## config.mk

```make
export PLATFORM = sky130hd
export DESIGN_NAME = seg_scan_driver
export DESIGN_NICKNAME = d
export VERILOG_FILES = /design/src/rtl/seg_pkg.sv /design/src/rtl/seg7_decoder.sv /design/src/rtl/seg_scan_driver.sv
export SDC_FILE = /design/constraint.sdc
export NUM_CORES = 1
export LEC_CHECK = 0
export ABC_AREA = 1
export CAP_MARGIN = 30
export CORE_UTILIZATION = 30
export CTS_BUF_LIST = sky130_fd_sc_hd__clkbuf_8
export DETAILED_ROUTE_END_ITERATION = 8
export GPL_TIMING_DRIVEN = 0
export SETUP_SLACK_MARGIN = 0.02
export SLEW_MARGIN = 20
export SYNTH_ARGS = -nofsm -noshare
export SYNTH_HDL_FRONTEND = slang
export SYNTH_SLANG_ARGS = --single-unit
```

## constraint.sdc

```tcl
create_clock -name clk -period 4.2 [get_ports clk]
set_input_delay 0.84 -clock clk [delete_from_list [all_inputs] [get_ports clk]]
set_output_delay 0.84 -clock clk [all_outputs]
set_load 0.05 [all_outputs]
```

## src/rtl/seg_pkg.sv

```systemverilog
// ============================================================================
// Module      : seg_pkg
// Description : Seven-segment glyph type, glyph constants and decode function.
// Revision    : 1.0 - initial release
// ============================================================================
`default_nettype none

package seg_pkg;

    // Segment order is {g,f,e,d,c,b,a}, active-high.
    typedef logic [6:0] seg7_glyph_t;

    localparam seg7_glyph_t SEG_0    = 7'h3F;
    localparam seg7_glyph_t SEG_1    = 7'h06;
    localparam seg7_glyph_t SEG_2    = 7'h5B;
    localparam seg7_glyph_t SEG_3    = 7'h4F;
    localparam seg7_glyph_t SEG_4    = 7'h66;
    localparam seg7_glyph_t SEG_5    = 7'h6D;
    localparam seg7_glyph_t SEG_6    = 7'h7D;
    localparam seg7_glyph_t SEG_7    = 7'h07;
    localparam seg7_glyph_t SEG_8    = 7'h7F;
    localparam seg7_glyph_t SEG_9    = 7'h6F;
    localparam seg7_glyph_t SEG_A    = 7'h77;
    localparam seg7_glyph_t SEG_B    = 7'h7C;
    localparam seg7_glyph_t SEG_C    = 7'h39;
    localparam seg7_glyph_t SEG_D    = 7'h5E;
    localparam seg7_glyph_t SEG_E    = 7'h79;
    localparam seg7_glyph_t SEG_F    = 7'h71;
    localparam seg7_glyph_t SEG_DASH = 7'h40;
    localparam seg7_glyph_t SEG_OFF  = 7'h00;

    function automatic seg7_glyph_t seg7_decode(input logic [3:0] nibble,
                                                input logic       decimal_only);
        seg7_glyph_t glyph;
        case (nibble)
            4'h0:    glyph = SEG_0;
            4'h1:    glyph = SEG_1;
            4'h2:    glyph = SEG_2;
            4'h3:    glyph = SEG_3;
            4'h4:    glyph = SEG_4;
            4'h5:    glyph = SEG_5;
            4'h6:    glyph = SEG_6;
            4'h7:    glyph = SEG_7;
            4'h8:    glyph = SEG_8;
            4'h9:    glyph = SEG_9;
            4'hA:    glyph = SEG_A;
            4'hB:    glyph = SEG_B;
            4'hC:    glyph = SEG_C;
            4'hD:    glyph = SEG_D;
            4'hE:    glyph = SEG_E;
            default: glyph = SEG_F;
        endcase
        if (decimal_only && (nibble > 4'd9)) begin
            glyph = SEG_DASH;
        end
        return glyph;
    endfunction

endpackage

`default_nettype wire

```

## src/rtl/seg7_decoder.sv

```systemverilog
// ============================================================================
// Module      : seg7_decoder
// Description : Combinational nibble to active-high seven-segment glyph.
// Revision    : 1.0 - initial release
// ============================================================================
`default_nettype none

module seg7_decoder
    import seg_pkg::*;
(
    input  logic [3:0]  nibble_i,
    input  logic        decimal_only_i,
    output seg7_glyph_t seg_o
);

    assign seg_o = seg7_decode(nibble_i, decimal_only_i);

endmodule

`default_nettype wire

```

## src/rtl/seg_scan_driver.sv

```systemverilog
// ============================================================================
// Module      : seg_scan_driver
// Description : Time-multiplexed N-digit seven-segment scanner with blanking,
//               blink, decimal point and anti-ghosting dead time.
// Revision    : 1.0 - initial release
// ============================================================================
`default_nettype none

module seg_scan_driver
    import seg_pkg::*;
#(
    parameter int          NUM_DIGITS     = 4,
    parameter logic [15:0] REFRESH_CYCLES = 16'd50000,
    parameter int          DEAD_CYCLES    = 4,
    parameter int          BLINK_SCANS    = 50,
    parameter bit          DECIMAL_ONLY   = 1'b0,
    parameter bit          ACTIVE_LOW_OUT = 1'b1
) (
    input  logic                    clk,
    input  logic                    rst_n,
    input  logic [4*NUM_DIGITS-1:0] digits,
    input  logic [NUM_DIGITS-1:0]   blank_mask,
    input  logic [NUM_DIGITS-1:0]   blink_mask,
    input  logic [NUM_DIGITS-1:0]   dp_in,
    output logic [6:0]              seg,
    output logic                    dp,
    output logic [NUM_DIGITS-1:0]   an
);

    localparam int REFRESH_N = int'(REFRESH_CYCLES);
    localparam int SLOT_W    = (REFRESH_N > 1)   ? $clog2(REFRESH_N)   : 1;
    localparam int IDX_W     = (NUM_DIGITS > 1)  ? $clog2(NUM_DIGITS)  : 1;
    localparam int SCAN_W    = (BLINK_SCANS > 1) ? $clog2(BLINK_SCANS) : 1;

    localparam logic [SLOT_W-1:0]     SLOT_LAST = SLOT_W'(REFRESH_N - 1);
    localparam logic [SLOT_W-1:0]     DEAD_THR  = SLOT_W'(DEAD_CYCLES);
    localparam logic [IDX_W-1:0]      IDX_LAST  = IDX_W'(NUM_DIGITS - 1);
    localparam logic [SCAN_W-1:0]     SCAN_LAST = SCAN_W'(BLINK_SCANS - 1);
    localparam logic [NUM_DIGITS-1:0] AN_OFF    = {NUM_DIGITS{ACTIVE_LOW_OUT}};
    localparam seg7_glyph_t           SEG_INACT = {7{ACTIVE_LOW_OUT}};

    logic [SLOT_W-1:0]     slot_cnt_q, slot_cnt_d;
    logic [IDX_W-1:0]      idx_q, idx_d;
    logic [SCAN_W-1:0]     scan_cnt_q, scan_cnt_d;
    logic                  blink_phase_q, blink_phase_d;
    logic [3:0]            nib_q, nib_d;
    logic                  blank_q, blank_d;
    logic                  blink_q, blink_d;
    logic                  dp_lat_q, dp_lat_d;
    logic [NUM_DIGITS-1:0] an_q, an_d;
    seg7_glyph_t           seg_q, seg_d;
    logic                  dp_q, dp_d;

    logic                  w_slot_wrap;
    logic                  w_idx_wrap;
    logic                  w_capture;
    logic                  w_in_dead;
    logic                  w_lit;
    seg7_glyph_t           w_glyph;

    assign w_slot_wrap = (slot_cnt_q == SLOT_LAST);
    assign w_idx_wrap  = w_slot_wrap && (idx_q == IDX_LAST);
    assign w_capture   = (slot_cnt_q == '0);
    assign w_in_dead   = (DEAD_CYCLES > 0) && (slot_cnt_q < DEAD_THR);

    // The capture cycle sees the incoming values directly, so a zero dead
    // time never shows the previous digit's glyph under the new anode.
    always_comb begin
        nib_d    = nib_q;
        blank_d  = blank_q;
        blink_d  = blink_q;
        dp_lat_d = dp_lat_q;
        if (w_capture) begin
            nib_d    = digits[{idx_q, 2'b00} +: 4];
            blank_d  = blank_mask[idx_q];
            blink_d  = blink_mask[idx_q];
            dp_lat_d = dp_in[idx_q];
        end
    end

    seg7_decoder u_decoder (
        .nibble_i       (nib_d),
        .decimal_only_i (DECIMAL_ONLY),
        .seg_o          (w_glyph)
    );

    assign w_lit = !w_in_dead && !blank_d && !(blink_d && blink_phase_q);

    always_comb begin
        slot_cnt_d    = w_slot_wrap ? '0 : slot_cnt_q + 1'b1;
        idx_d         = idx_q;
        scan_cnt_d    = scan_cnt_q;
        blink_phase_d = blink_phase_q;
        if (w_slot_wrap) begin
            idx_d = w_idx_wrap ? '0 : idx_q + 1'b1;
        end
        if (w_idx_wrap) begin
            scan_cnt_d = (scan_cnt_q == SCAN_LAST) ? '0 : scan_cnt_q + 1'b1;
            blink_phase_d = blink_phase_q ^ (scan_cnt_q == SCAN_LAST);
        end
    end

    // Polarity is applied by XOR so lit and dark share one expression.
    always_comb begin
        an_d  = AN_OFF;
        seg_d = SEG_INACT;
        dp_d  = ACTIVE_LOW_OUT;
        if (w_lit) begin
            an_d  = (NUM_DIGITS'(1) << idx_q) ^ AN_OFF;
            seg_d = w_glyph ^ SEG_INACT;
            dp_d  = dp_lat_d ^ ACTIVE_LOW_OUT;
        end
    end

    always_ff @(posedge clk or negedge rst_n) begin
        if (!rst_n) begin
            slot_cnt_q    <= '0;
            idx_q         <= '0;
            scan_cnt_q    <= '0;
            blink_phase_q <= 1'b0;
            nib_q         <= 4'h0;
            blank_q       <= 1'b1;
            blink_q       <= 1'b0;
            dp_lat_q      <= 1'b0;
            an_q          <= AN_OFF;
            seg_q         <= SEG_INACT;
            dp_q          <= ACTIVE_LOW_OUT;
        end else begin
            slot_cnt_q    <= slot_cnt_d;
            idx_q         <= idx_d;
            scan_cnt_q    <= scan_cnt_d;
            blink_phase_q <= blink_phase_d;
            nib_q         <= nib_d;
            blank_q       <= blank_d;
            blink_q       <= blink_d;
            dp_lat_q      <= dp_lat_d;
            an_q          <= an_d;
            seg_q         <= seg_d;
            dp_q          <= dp_d;
        end
    end

    assign an  = an_q;
    assign seg = seg_q;
    assign dp  = dp_q;

endmodule

`default_nettype wire

```

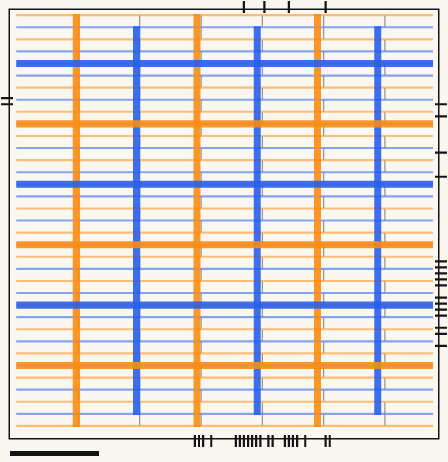
(images/power_grid.png)
The bar under the picture is 20 um long. Pins as bars on the die edge. Tap cells in grey.
| colour | net |
|---|---|
| orange | VSS |
| blue | VDD |
met1 rails: 35
met4 straps: 6
met5 straps: 6
Peak supply drop: 150 uV
DIE HEIGHT: 96.4 um
Die W: 96.4 um

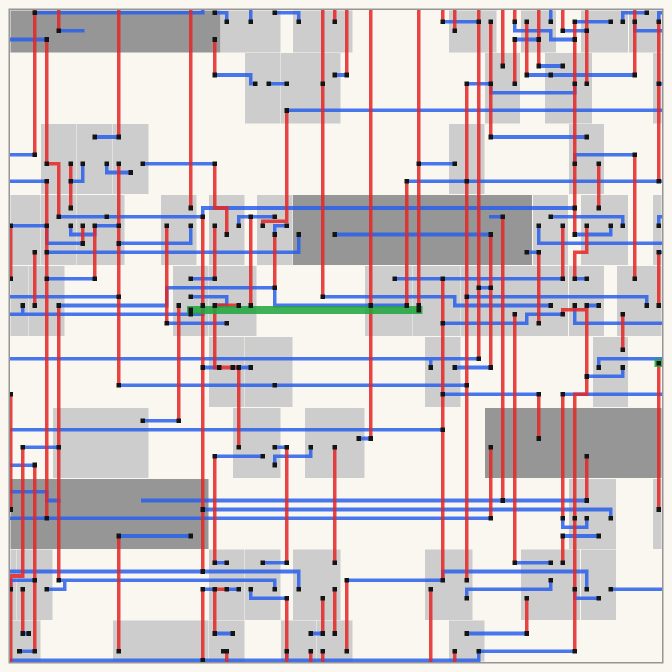
(images/detail.png)
Region (60, 12) to (85, 37) um. Cells in grey, sequential cells in the stronger grey; small squares are vias.
| colour | layer |
|---|---|
| green | metal 3 |
| blue | metal 1 |
| red | metal 2 |
sequential cells in the window: 4
cells with their middle in the window: 56
most frequent: nand2_1 (23), nand3_1 (9)

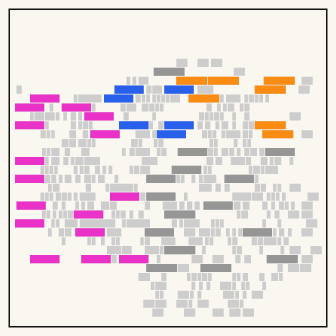
(images/flops_by_reg.png)
Other sequential cells in the stronger grey, the rest of the logic in the fainter grey.
| colour | name in the netlist | flops |
|---|---|---|
| orange | `seg` | 7 |
| blue | `scan_cnt_q` | 6 |
| magenta | `slot_cnt_q` | 16 |
not coloured: 15
share of the core filled with cells: 38.5%
flop share of the area: 33.5%

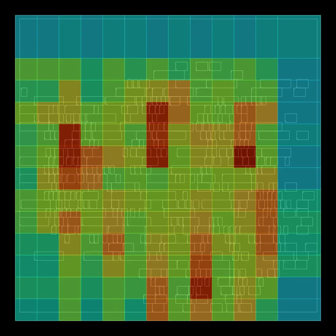
(images/congestion.png)
gr usage total: 14.6%
Routed WL per cell: 11.5 um

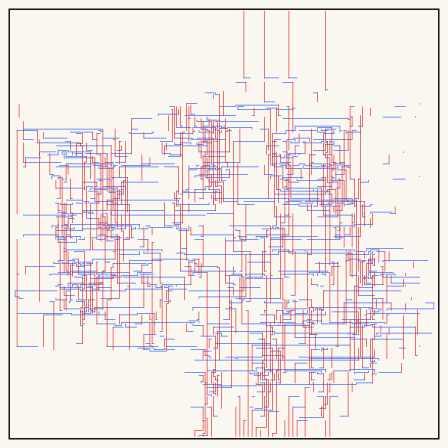
(images/wires.png)
Two of the layers only.
| colour | layer | wire length |
|---|---|---|
| blue | metal 1 | 2740 um |
| red | metal 2 | 2820 um |
DR vias: 2330
Detailed Route WL: 5800 um

==> qor.csv <==
stage,metric,value,unit
place,DPL Wire Length,4360,um
run_status,run status,"finished, final reports clean",
worst_hold_path,worst min-delay path class,flip-flop to flip-flop,
synthesis,prevailing post-synth register cell,dfrtp_1,
global_route,pin count of the biggest net entering global routing,27,
global_route,total gr overflow,0,
clocking,TritonCTS sink count,44,
synthesis,Syn. warnings,0,
sta,Final Max Tran Viols,0,
global_route,vias in the first global route,2437,
floorplan,Ports,42,
clocking,clk root buf,clkbuf_8,
synthesis,Post-synth EDFFs,0,
worst_hold_path,Worst Hold Launch,blink_phase_q,
clocking,later-pin clock latency in the skew report,0.30,ns
final_layout,share of cells above drive strength 1,14.3,%
worst_setup_path,Critical Path Start Type,flip-flop,
pwr,pwr/cell area,261,mW/mm^2
pwr,Internal,0.663,mW
clocking,CTS max path bufs,2,
synth_stat cells (all sizes together) (2+ instances only):
cell type,instances,share of area (%)
nand2,111,17
nand3,49,9.4
inv,45,6.3
nor2,33,6.6
dfrtp,31,29
dfstp,13,13
o21ai,12,2.7
ha,11,5.2
xor2,8,2.6
nor3,7,1.3
a21oi,5,0.94
buf,5,1.2
nand4,4,0.94
clkinv,3,0.42
nor3b,2,0.56
o21bai,2,0.56
o22ai,2,0.47
worst max-delay path by stage:
| stage | start | to | slack (ns) | depth (start not counted) |
|---|---|---|---|---|
| after floorplan | digits[5] | seg[3] | 2.23 | 13 |
| after global placement | rst_n | nib_q[1] | 1.07 | 1 |
| after detailed placement | digits[5] | seg[3] | 1.66 | 14 |
| after CTS | an[2] | an[2] | 1.71 | 1 |
| after global routing | dp | dp | 1.69 | 1 |
| final | an[2] | an[2] | 1.73 | 1 |
final cells by class:
cell class	instances	area, um^2
Fill cell	906	5340
Buffer	5	31.3
Tap cell	108	135
Inverter	48	180
Clock buffer	5	68.8
Multi-Input combinational cell	251	1340
Sequential cell	44	1120
Timing Repair Buffer	42	425
Clock inverter	3	38.8
layout by cell type, fill, tap and decap left out, types with 2 or more instances in the layout:
cell,n
nand2_1,95
nand3_1,48
inv_1,43
clkdlybuf4s50_1,40
dfrtp_1,31
nor2_1,25
nand2_2,14
dfstp_2,13
ha_1,11
o21ai_0,10
xor2_1,8
nor3_1,7
nor2_2,5
buf_2,5
a21oi_1,5
clkbuf_8,5
nand4_1,4
inv_2,3
clkinv_1,3
nor2_8,2
nand2_4,2
o21bai_1,2
nor3b_1,2
o22ai_1,2
state kept, by name (all words and copies together), names as in the netlist:
register / count
slot_cnt_q: 16
seg: 7
scan_cnt_q: 6
an: 4
nib_q: 4
idx_q: 2
blank_q: 1
blink_phase_q: 1
blink_q: 1
dp: 1
dp_lat_q: 1
layer usage:
metal  vias up  part of all wire, %
met4         0                  1.2
met1      1090                   47
met2        32                   49
li1       1202                    -
met5         -                    0
met3         6                  3.0
kinds of logic after synthesis:
kind of cell,Yosys count,synth area share [%]
multiplexers,1,0.422
AND/OR/NAND/NOR,207,36.5
AND-OR/OR-AND,24,5.53
buffers and inverters,53,7.92
adder cells (fa/ha/maj),11,5.15
flip-flops,44,41.8
XOR/XNOR,8,2.62
power by group through the flow:
| stage | logic, mW | clock network (mW) | registers [mW] |
|---|---|---|---|
| final | 0.116 | 0.316 | 0.441 |
| after global routing | 0.129 | 0.348 | 0.442 |
| after CTS | 0.118 | 0.334 | 0.441 |
| after detailed placement | 0.117 | 0 | 0.449 |
| after global placement | 0.115 | 0 | 0.449 |
| after floorplan | 0.0366 | 0 | 0.473 |
stage by stage:
step           hold slack (ns)  power [mW]  setup WS (ns)  cell area [um^2]  instances
6_report                 0.476       0.873           1.73              3340        506
3_3_place_gp             0.458       0.564           1.07              3220        497
5_1_grt                  0.497       0.919           1.69              3340        506
2_1_floorplan            0.442       0.509           2.23              2670        348
4_1_cts                  0.478       0.893           1.71              3340        506
3_5_place_dp             0.462       0.566           1.66              3230        498
Power is estimated from default activity; no workload was simulated.
